### Signal wires by layer, run 1

(3 px per um) Only two layers are drawn.
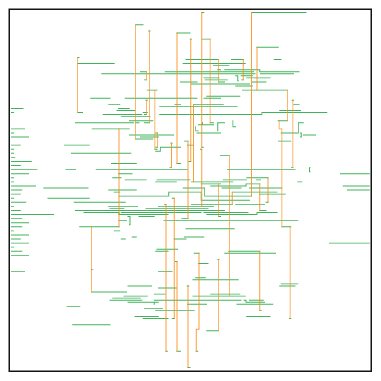
### Routing congestion map, run 1

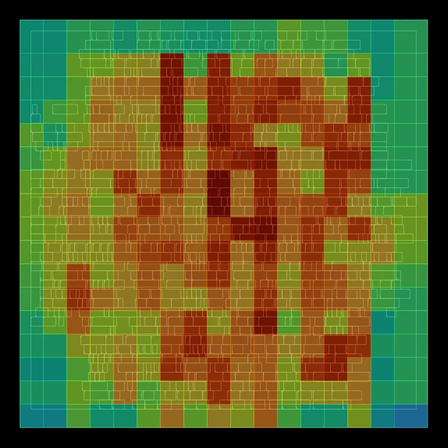
### Zoomed window, run 1

Region (45, 69) to (75, 99) um. Cells in gray, sequential cells in the stronger gray; small squares are vias.
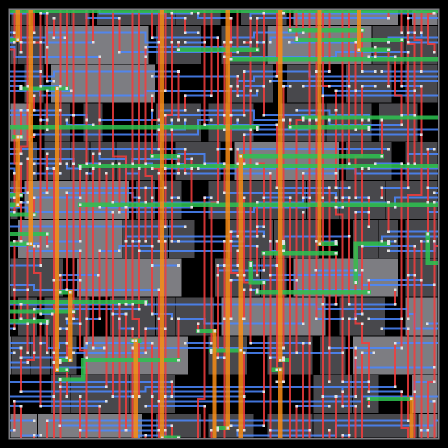
### The metal 1 layer, run 1

(3 px per um) Supply wires on this layer in gray.
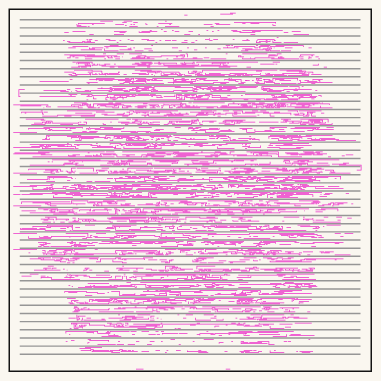
<file path="config.mk">
export PLATFORM = sky130hd
export DESIGN_NAME = evo_xb_csr_resp
export DESIGN_NICKNAME = d
export VERILOG_FILES = /design/src/rtl/evo_xb_csr_pkg.sv /design/src/rtl/evo_xb_csr_irq.sv /design/src/rtl/evo_xb_csr_resp.sv
export SDC_FILE = /design/constraint.sdc
export NUM_CORES = 1
export LEC_CHECK = 0
export ABC_CLOCK_PERIOD_IN_PS = 1660
export CAP_MARGIN = 10
export CORE_MARGIN = 3
export CORE_UTILIZATION = 44
export DETAILED_ROUTE_END_ITERATION = 8
export GPL_TIMING_DRIVEN = 0
export PLACE_DENSITY = 0.76
export SLEW_MARGIN = 10
export SYNTH_ARGS = -nofsm -noshare
export SYNTH_HDL_FRONTEND = slang
export SYNTH_SLANG_ARGS = --single-unit
</file>
<file path="constraint.sdc">
create_clock -name clk -period 1.66 [get_ports clk]
set_input_delay 0.332 -clock clk [delete_from_list [all_inputs] [get_ports clk]]
set_output_delay 0.332 -clock clk [all_outputs]
set_load 0.02 [all_outputs]
</file>
<file path="src/rtl/evo_xb_csr_pkg.sv">
// Shared constants and types for the XB-side CSR responder.
package evo_xb_csr_pkg;

    localparam int CSR_DWIDTH = 32;
    localparam int CSR_IRQ_W  = 8;

    localparam int unsigned CSR_CTRL     = 0;
    localparam int unsigned CSR_STATUS   = 1;
    localparam int unsigned CSR_SCRATCH  = 2;
    localparam int unsigned CSR_TICK     = 3;
    localparam int unsigned CSR_IRQ_PEND = 4;
    localparam int unsigned CSR_IRQ_MASK = 5;

    typedef enum logic {
        IDLE    = 1'b0,
        RD_BUSY = 1'b1
    } csr_state_t;

endpackage

</file>
<file path="src/rtl/evo_xb_csr_irq.sv">
// Interrupt pending/mask storage for the CSR responder (built only with EVO_XB_CSR_IRQ_EN).
module evo_xb_csr_irq
    import evo_xb_csr_pkg::*;
(
    input  logic                 clk,
    input  logic                 reset,
    input  logic                 i_pend_wr,
    input  logic                 i_mask_wr,
    input  logic [CSR_IRQ_W-1:0] i_wdata,
    input  logic [CSR_IRQ_W-1:0] i_src,
    output logic [CSR_IRQ_W-1:0] o_pend,
    output logic [CSR_IRQ_W-1:0] o_mask,
    output logic                 o_irq
);

    logic [CSR_IRQ_W-1:0] r_pend;
    logic [CSR_IRQ_W-1:0] r_mask;
    logic [CSR_IRQ_W-1:0] w_clr;

    assign w_clr = i_pend_wr ? i_wdata : '0;

    always_ff @(posedge clk) begin
        if (reset) begin
            r_pend <= '0;
            r_mask <= '0;
        end else begin
            // OR-ing the source in last lets a new event win over a same-cycle clear
            r_pend <= (r_pend & ~w_clr) | i_src;
            if (i_mask_wr) begin
                r_mask <= i_wdata;
            end
        end
    end

    assign o_pend = r_pend;
    assign o_mask = r_mask;
    assign o_irq  = |(r_pend & r_mask);

endmodule

</file>
<file path="src/rtl/evo_xb_csr_resp.sv">
// Avalon-MM CSR responder for the XB side of the BSP CSR bus.
// Optional IRQ pending/mask registers are built when EVO_XB_CSR_IRQ_EN is defined.
module evo_xb_csr_resp
    import evo_xb_csr_pkg::*;
#(
    parameter int                    ADDR_W     = 3,
    parameter int                    RD_LATENCY = 2,
    parameter logic [CSR_DWIDTH-1:0] CTRL_RST   = 32'h0000_0000
) (
    input  logic                  clk,
    input  logic                  reset,
    input  logic                  tick_i,
    input  logic [ADDR_W-1:0]     avs_csr_address,
    input  logic                  avs_csr_read,
    input  logic                  avs_csr_write,
    input  logic [CSR_DWIDTH-1:0] avs_csr_writedata,
    output logic [CSR_DWIDTH-1:0] avs_csr_readdata,
    output logic                  avs_csr_readdatavalid,
    output logic                  avs_csr_waitrequest,
    input  logic [CSR_DWIDTH-1:0] status_i,
    input  logic [CSR_IRQ_W-1:0]  irq_src_i,
    output logic [CSR_DWIDTH-1:0] ctrl_o,
    output logic                  irq_o
);

    localparam int              CNT_W    = 3;
    localparam logic [CNT_W-1:0] CNT_LOAD = CNT_W'(RD_LATENCY - 1);

    csr_state_t            r_state;
    csr_state_t            w_state_nxt;
    logic [CNT_W-1:0]      r_cnt;
    logic [CNT_W-1:0]      w_cnt_nxt;
    logic [CSR_DWIDTH-1:0] r_ctrl;
    logic [CSR_DWIDTH-1:0] r_scratch;
    logic [CSR_DWIDTH-1:0] r_tick;
    logic [CSR_DWIDTH-1:0] r_rdata;
    logic [CSR_DWIDTH-1:0] w_rd_mux;
    logic [31:0]           w_addr;
    logic                  w_ready;
    logic                  w_rvalid;
    logic                  w_rd_acc;
    logic                  w_wr_acc;

    assign w_addr = 32'(avs_csr_address);

    always_ff @(posedge clk) begin
        if (reset) begin
            r_state <= IDLE;
            r_cnt   <= '0;
        end else begin
            r_state <= w_state_nxt;
            r_cnt   <= w_cnt_nxt;
        end
    end

    // The final RD_BUSY cycle doubles as an accept slot so reads can stream back to back
    always_comb begin
        w_state_nxt = r_state;
        w_cnt_nxt   = r_cnt;
        w_ready     = 1'b0;
        w_rvalid    = 1'b0;
        case (r_state)
            IDLE: begin
                w_ready = 1'b1;
            end
            RD_BUSY: begin
                if (r_cnt == '0) begin
                    w_ready     = 1'b1;
                    w_rvalid    = !reset;
                    w_state_nxt = IDLE;
                end else begin
                    w_cnt_nxt = r_cnt - 1'b1;
                end
            end
            default: begin
                w_state_nxt = IDLE;
            end
        endcase
        w_wr_acc = w_ready && avs_csr_write;
        w_rd_acc = w_ready && avs_csr_read && !avs_csr_write;
        if (w_rd_acc) begin
            w_state_nxt = RD_BUSY;
            w_cnt_nxt   = CNT_LOAD;
        end
    end

`ifdef EVO_XB_CSR_IRQ_EN
    logic [CSR_IRQ_W-1:0] w_pend;
    logic [CSR_IRQ_W-1:0] w_mask;
    logic                 w_irq;

    evo_xb_csr_irq u_irq (
        .clk       (clk),
        .reset     (reset),
        .i_pend_wr (w_wr_acc && (w_addr == CSR_IRQ_PEND)),
        .i_mask_wr (w_wr_acc && (w_addr == CSR_IRQ_MASK)),
        .i_wdata   (avs_csr_writedata[CSR_IRQ_W-1:0]),
        .i_src     (irq_src_i),
        .o_pend    (w_pend),
        .o_mask    (w_mask),
        .o_irq     (w_irq)
    );

    assign irq_o = w_irq;
`else
    logic w_unused_irq;

    assign w_unused_irq = ^irq_src_i;
    assign irq_o        = 1'b0;
`endif

    always_comb begin
        w_rd_mux = '0;
        case (w_addr)
            CSR_CTRL:     w_rd_mux = r_ctrl;
            CSR_STATUS:   w_rd_mux = status_i;
            CSR_SCRATCH:  w_rd_mux = r_scratch;
            CSR_TICK:     w_rd_mux = r_tick;
`ifdef EVO_XB_CSR_IRQ_EN
            CSR_IRQ_PEND: w_rd_mux = CSR_DWIDTH'(w_pend);
            CSR_IRQ_MASK: w_rd_mux = CSR_DWIDTH'(w_mask);
`endif
            default:      w_rd_mux = '0;
        endcase
    end

    always_ff @(posedge clk) begin
        if (reset) begin
            r_ctrl    <= CTRL_RST;
            r_scratch <= '0;
            r_tick    <= '0;
            r_rdata   <= '0;
        end else begin
            r_tick <= r_tick + CSR_DWIDTH'(tick_i);
            if (w_wr_acc && (w_addr == CSR_CTRL)) begin
                r_ctrl <= avs_csr_writedata;
            end
            if (w_wr_acc && (w_addr == CSR_SCRATCH)) begin
                r_scratch <= avs_csr_writedata;
            end
            if (w_rd_acc) begin
                r_rdata <= w_rd_mux;
            end
        end
    end

    assign avs_csr_readdatavalid = w_rvalid;
    assign avs_csr_readdata      = w_rvalid ? r_rdata : '0;
    assign avs_csr_waitrequest   = !w_ready && !reset;
    assign ctrl_o                = r_ctrl;

endmodule

</file>
==> run summary, run 1 <==
TritonCTS clock tree = done
portion of the post-synthesis area used by sequential elements = 46.1%
remaining antenna violation count = 0
smallest hold slack = 0.409 ns
Worst Hold Class = primary input to register
number of design-rule violations left by the first detailed-router iteration = 762
Finish-stage setup viols = 105
run status = finished, violations left
count of warning messages emitted by the tools = 37
Unique cell types = 40
wire length per cell = 21.0 um
Floorplan Core Area = 12700 sq um
CP Data Required Time = 1.33 ns
Final Non-Filler Cells = 1055
Setup WS post-layout = -0.499 ns
Slew headroom = 57.8%
ranking of synthesized cells by area = sky130_fd_sc_hd__dfxtp_1, sky130_fd_sc_hd__nand2_1, sky130_fd_sc_hd__a21oi_1
chip area in the Yosys report = 5740 sq um
share of the synthesized netlist area taken by xor and xnor gates = 1.83%
Net count, final = 952
violations in the final reports = setup timing
flop and latch count out of synthesis = 132
critical path startpoint category = register
clock latency on the worst-skew pair = 0.43 ns
number of standard cells reported by yosys = 669
number of levels the H-tree was split into = 4
## Picture notes: 'Signal wires by layer'
[green] met3 | wire length: 1770 um
[orange] met4 | wire length: 901 um

## Picture notes: 'Routing congestion map'
highest-utilization routing layer at the global route stage: met2
met1 Use GR: 36.5%

## Picture notes: 'Zoomed window'
[orange] met4
[red] met2
[green] met3
[blue] met1
most frequent: nand2_1 (11), dfxtp_1 (11)
netlist names of flops here include: r_rdata (5), r_scratch (5)
cells with their middle in the window: 73
sequential cells in the window: 12

## Picture notes: 'The metal 1 layer'
nets with wire on the layer: 880
main direction: horizontal
longest straight run: 45.1 um

-- run 1: cell type report --
| cell class | count | area share [%] |
|---|---|---|
| antenna | 2 | 0.0559 |
| tap | 172 | 2.41 |
| buffer | 50 | 3.57 |
| clock buffer | 24 | 5.61 |
| inverter | 7 | 0.294 |
| clock inverter | 8 | 2.68 |
| multi-input combinational | 480 | 36.2 |
| timing repair buffer | 180 | 19.2 |
| sequential | 132 | 30.0 |
-- run 1: final timing paths --
path / end / depth (start not counted) / slack (ns) / start
max: avs_csr_readdata[15] / 9 / -0.50 / r_cnt[1]
min: r_tick[0] / 3 / 0.41 / tick_i
max reg2reg: r_scratch[7] / 9 / -0.26 / r_cnt[1]
min reg2reg: r_scratch[16] / 2 / 0.46 / r_scratch[16]
-- run 1: power by group --
group          internal [W]  switching [W]  leakage [nW]
Combinational      0.000323       0.000364          2.03
Clock               0.00332        0.00139         0.361
Sequential          0.00321      0.0000411          1.08
Total               0.00686        0.00179          3.47
-- run 1: repair_timing --
action                     CTS  global route
gates cloned                 2             1
setup endpoints to repair  198           141
pin swaps                   28            26
hold endpoints to repair     0             0
setup buffers               30            11
gates resized              350            60
-- run 1: sequential cells by signal (all words and copies together), names as in the netlist --
register,cells
r_scratch,32
r_cnt,3
r_tick,32
r_rdata,32
r_state,1
ctrl_o,32
-- run 1: metrics by stage --
| step | power, W | utilization, % |
|---|---|---|
| 2_1_floorplan | 0.00356 | - |
| 3_3_place_gp | 0.00388 | 58.2 |
| 3_5_place_dp | 0.00390 | 58.2 |
| 4_1_cts | 0.00859 | 68.4 |
| 5_1_grt | 0.00881 | 70.6 |
| 6_report | 0.00865 | 70.6 |
-- run 1: critical path, stage by stage, from the launching register on --
cell	delay, ns
sky130_fd_sc_hd__dfxtp_2	0.32
sky130_fd_sc_hd__inv_2	0.08
sky130_fd_sc_hd__ha_4	0.15
sky130_fd_sc_hd__nand2b_4	0.06
sky130_fd_sc_hd__nor2_4	0.17
sky130_fd_sc_hd__buf_12	0.15
sky130_fd_sc_hd__buf_8	0.12
sky130_fd_sc_hd__buf_6	0.09
sky130_fd_sc_hd__and2_4	0.14
sky130_fd_sc_hd__buf_6	0.11
-- run 1: cells by family (layout without fill, tap and decap cells) --
family                   count (synthesis)  after routing
AND/OR/NAND/NOR                        261            261
AND-OR/OR-AND                          199            199
flip-flops                             132            132
buffers and inverters                   57            269
XOR/XNOR                                12             12
adder cells (fa/ha/maj)                  4              4
multiplexers                             3              3
other                                    1              3
-- run 1: per-layer routing --
layer / vias to the layer above / global-route usage, % / wire length (um)
li1: 2827 / - / -
met1: 3085 / 36.5 / 8590
met2: 364 / 47.0 / 10900
met3: 83 / 5.85 / 1770
met4: 0 / 15.7 / 900
met5: - / 0 / 0
==> inputs of run 2 (changes only) <==
Settings changed: ABC_AREA set to 1, CORE_UTILIZATION 44 to 45.
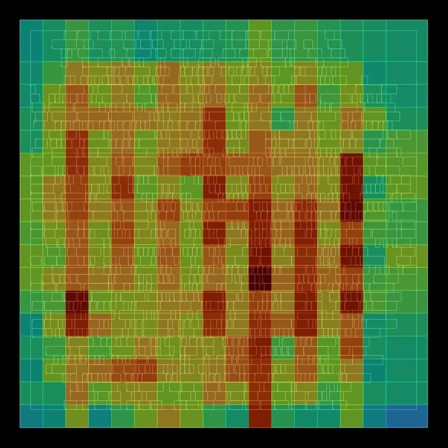
*Routing congestion map, run 2*
total routing resource utilization after global routing: 26.8%
met3 Resource Use GR: 5.35%
met1 Use GR: 38.4%
wire length per cell: 15.3 um

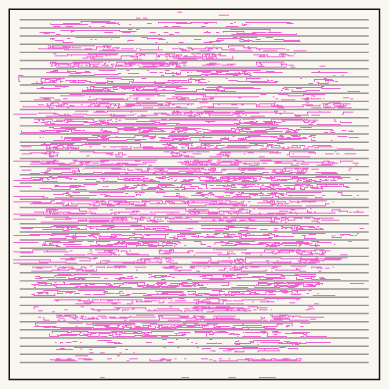
*The metal 1 layer, run 2*
(3 px per um) Supply wires on this layer in gray.
main direction: horizontal
longest straight run: 37.3 um

==> run summary, run 2 <==
min-delay src = tick_i
total chip power = 0.00798 W (-7.8%)
cell breakdown of the critical path = inv_2 > ha_4 > nand2_4 > nor3_4 > inv_4 > clkbuf_16 > nor2_4 > buf_6
count of buffering cells on the critical path with inverters included = 4 (-1)
capture instance of the worst register-to-register path = r_rdata[18]
flop and latch count out of synthesis = 132 (unchanged)
count of warning messages emitted by the tools = 38 (+2.7%)
worst reg2reg startpoint = r_cnt[1]
number of design-rule violations left by the first detailed-router iteration = 500 (-34%)
violations in the final reports = setup timing
antenna violations before repair = 0
remaining antenna violation count = 0 (unchanged)
Worst Hold Class = primary input to register
CP peak stage delay = 0.32 ns (about the same)
run status = finished, violations left
Critical-path top delay cell = sky130_fd_sc_hd__dfxtp_2
Finish-stage setup viols = 66 (-37%)
number of filler instances in the final layout = 1174
number of inserted diodes = 0 (-2)
Crit path max-delay family = buffers and inverters
Unique cell types = 26 (-35%)
clock latency on the worst-skew pair = 0.43 ns (about the same)
CP Data Required Time = 1.33 ns (about the same)
critical path startpoint category = register
number of levels the H-tree was split into = 4 (unchanged)
# clock sinks = 132
Net count, final = 1219 (+28%)
portion of the post-synthesis area used by sequential elements = 42.9% (-3.1 points)
Crit path depth = 8 (-1)
Setup WS post-layout = -0.389 ns (+0.110 ns)
number of standard cells reported by yosys = 966 (+44%)
Slew headroom = 60.1% (+2.3 points)
TritonCTS clock tree = done
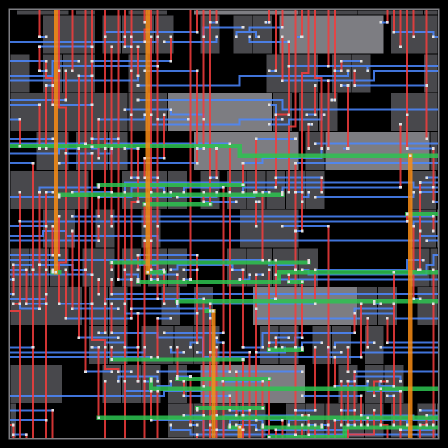
*Zoomed window, run 2*
Region (46, 71) to (76, 101) um. Cells in gray, sequential cells in the stronger gray; small squares are vias.
[red] met2
[orange] met4
[green] met3
[blue] met1
most frequent: nand2_1 (46), nor2_1 (9), nand4_1 (7)
netlist names of flops here include: r_rdata (4), r_tick (2)
cells with their middle in the window: 96
sequential cells in the window: 6

==> run 2: worst min path at each step <==
stage,to,slack (ns),cells after the start
after floorplan,r_rdata[0],0.43,2
after global placement,r_rdata[20],0.44,2
after detailed placement,r_rdata[11],0.44,2
after CTS,r_rdata[25],0.45,2
after global routing,r_tick[0],0.33,4
final,r_tick[0],0.31,4
==> run 2: area by class of cell <==
| type | count | area [sq um] | share of cell area, % |
|---|---|---|---|
| Clock inverter | 13 | 183 | 2.04 |
| Multi-Input combinational cell | 712 | 3400 | 37.9 |
| Clock buffer | 19 | 433 | 4.83 |
| Tap cell | 176 | 220 | 2.46 |
| Sequential cell | 132 | 2650 | 29.5 |
| Inverter | 77 | 297 | 3.31 |
| Timing Repair Buffer | 150 | 1500 | 16.7 |
| Buffer | 45 | 284 | 3.17 |
==> run 2: routing by layer <==
metal | routed length, um | track usage [%] | vias to the layer above
met5 | 0 | 0 | -
met4 | 498 | 9.03 | 0
met3 | 1520 | 5.35 | 40
met2 | 9060 | 40.4 | 272
met1 | 9130 | 38.4 | 2997
li1 | - | - | 3355
==> run 2: stage by stage <==
step / hold slack (ns) / util, %
2_1_floorplan: 0.426 / -
3_5_place_dp: 0.440 / 60.6
5_1_grt: 0.334 / 67.4
3_3_place_gp: 0.437 / 60.6
4_1_cts: 0.453 / 66.2
6_report: 0.311 / 67.4
==> run 2: cells by family after synthesis <==
kind of cell | share of synthesized area, %
and+or+nand+nor | 39.2
DFF | 42.9
buffers and inverters | 7.79
AOI/OAI and AO/OA | 8.46
xor gates and xnor gates | 0.712
adders and majority gates | 0.813
other | 0.0609
==> run 2: repair_timing <==
item,in CTS,in global routing
setup endpoints to repair,124,144
resized,245,53
gates cloned,3,0
setup buffers,8,6
pin swaps,2,6
==> run 2: worst min-delay path, stage by stage <==
cell and delay [ns]:
sky130_fd_sc_hd__dlymetal6s2s_1 0.12, sky130_fd_sc_hd__ha_4 0.13, sky130_fd_sc_hd__inv_1 0.03, sky130_fd_sc_hd__nor2_1 0.08
==> run 2: report_power, final <==
part	total, W	leakage [nW]	internal, W	switching (W)
registers	0.00330	1.07	0.00324	0.0000589
logic	0.000714	2.22	0.000330	0.000384
clock network	0.00396	0.289	0.00251	0.00145
total	0.00798	3.58	0.00608	0.00190
No activity file was given, so power comes from the tool's default toggle rates.
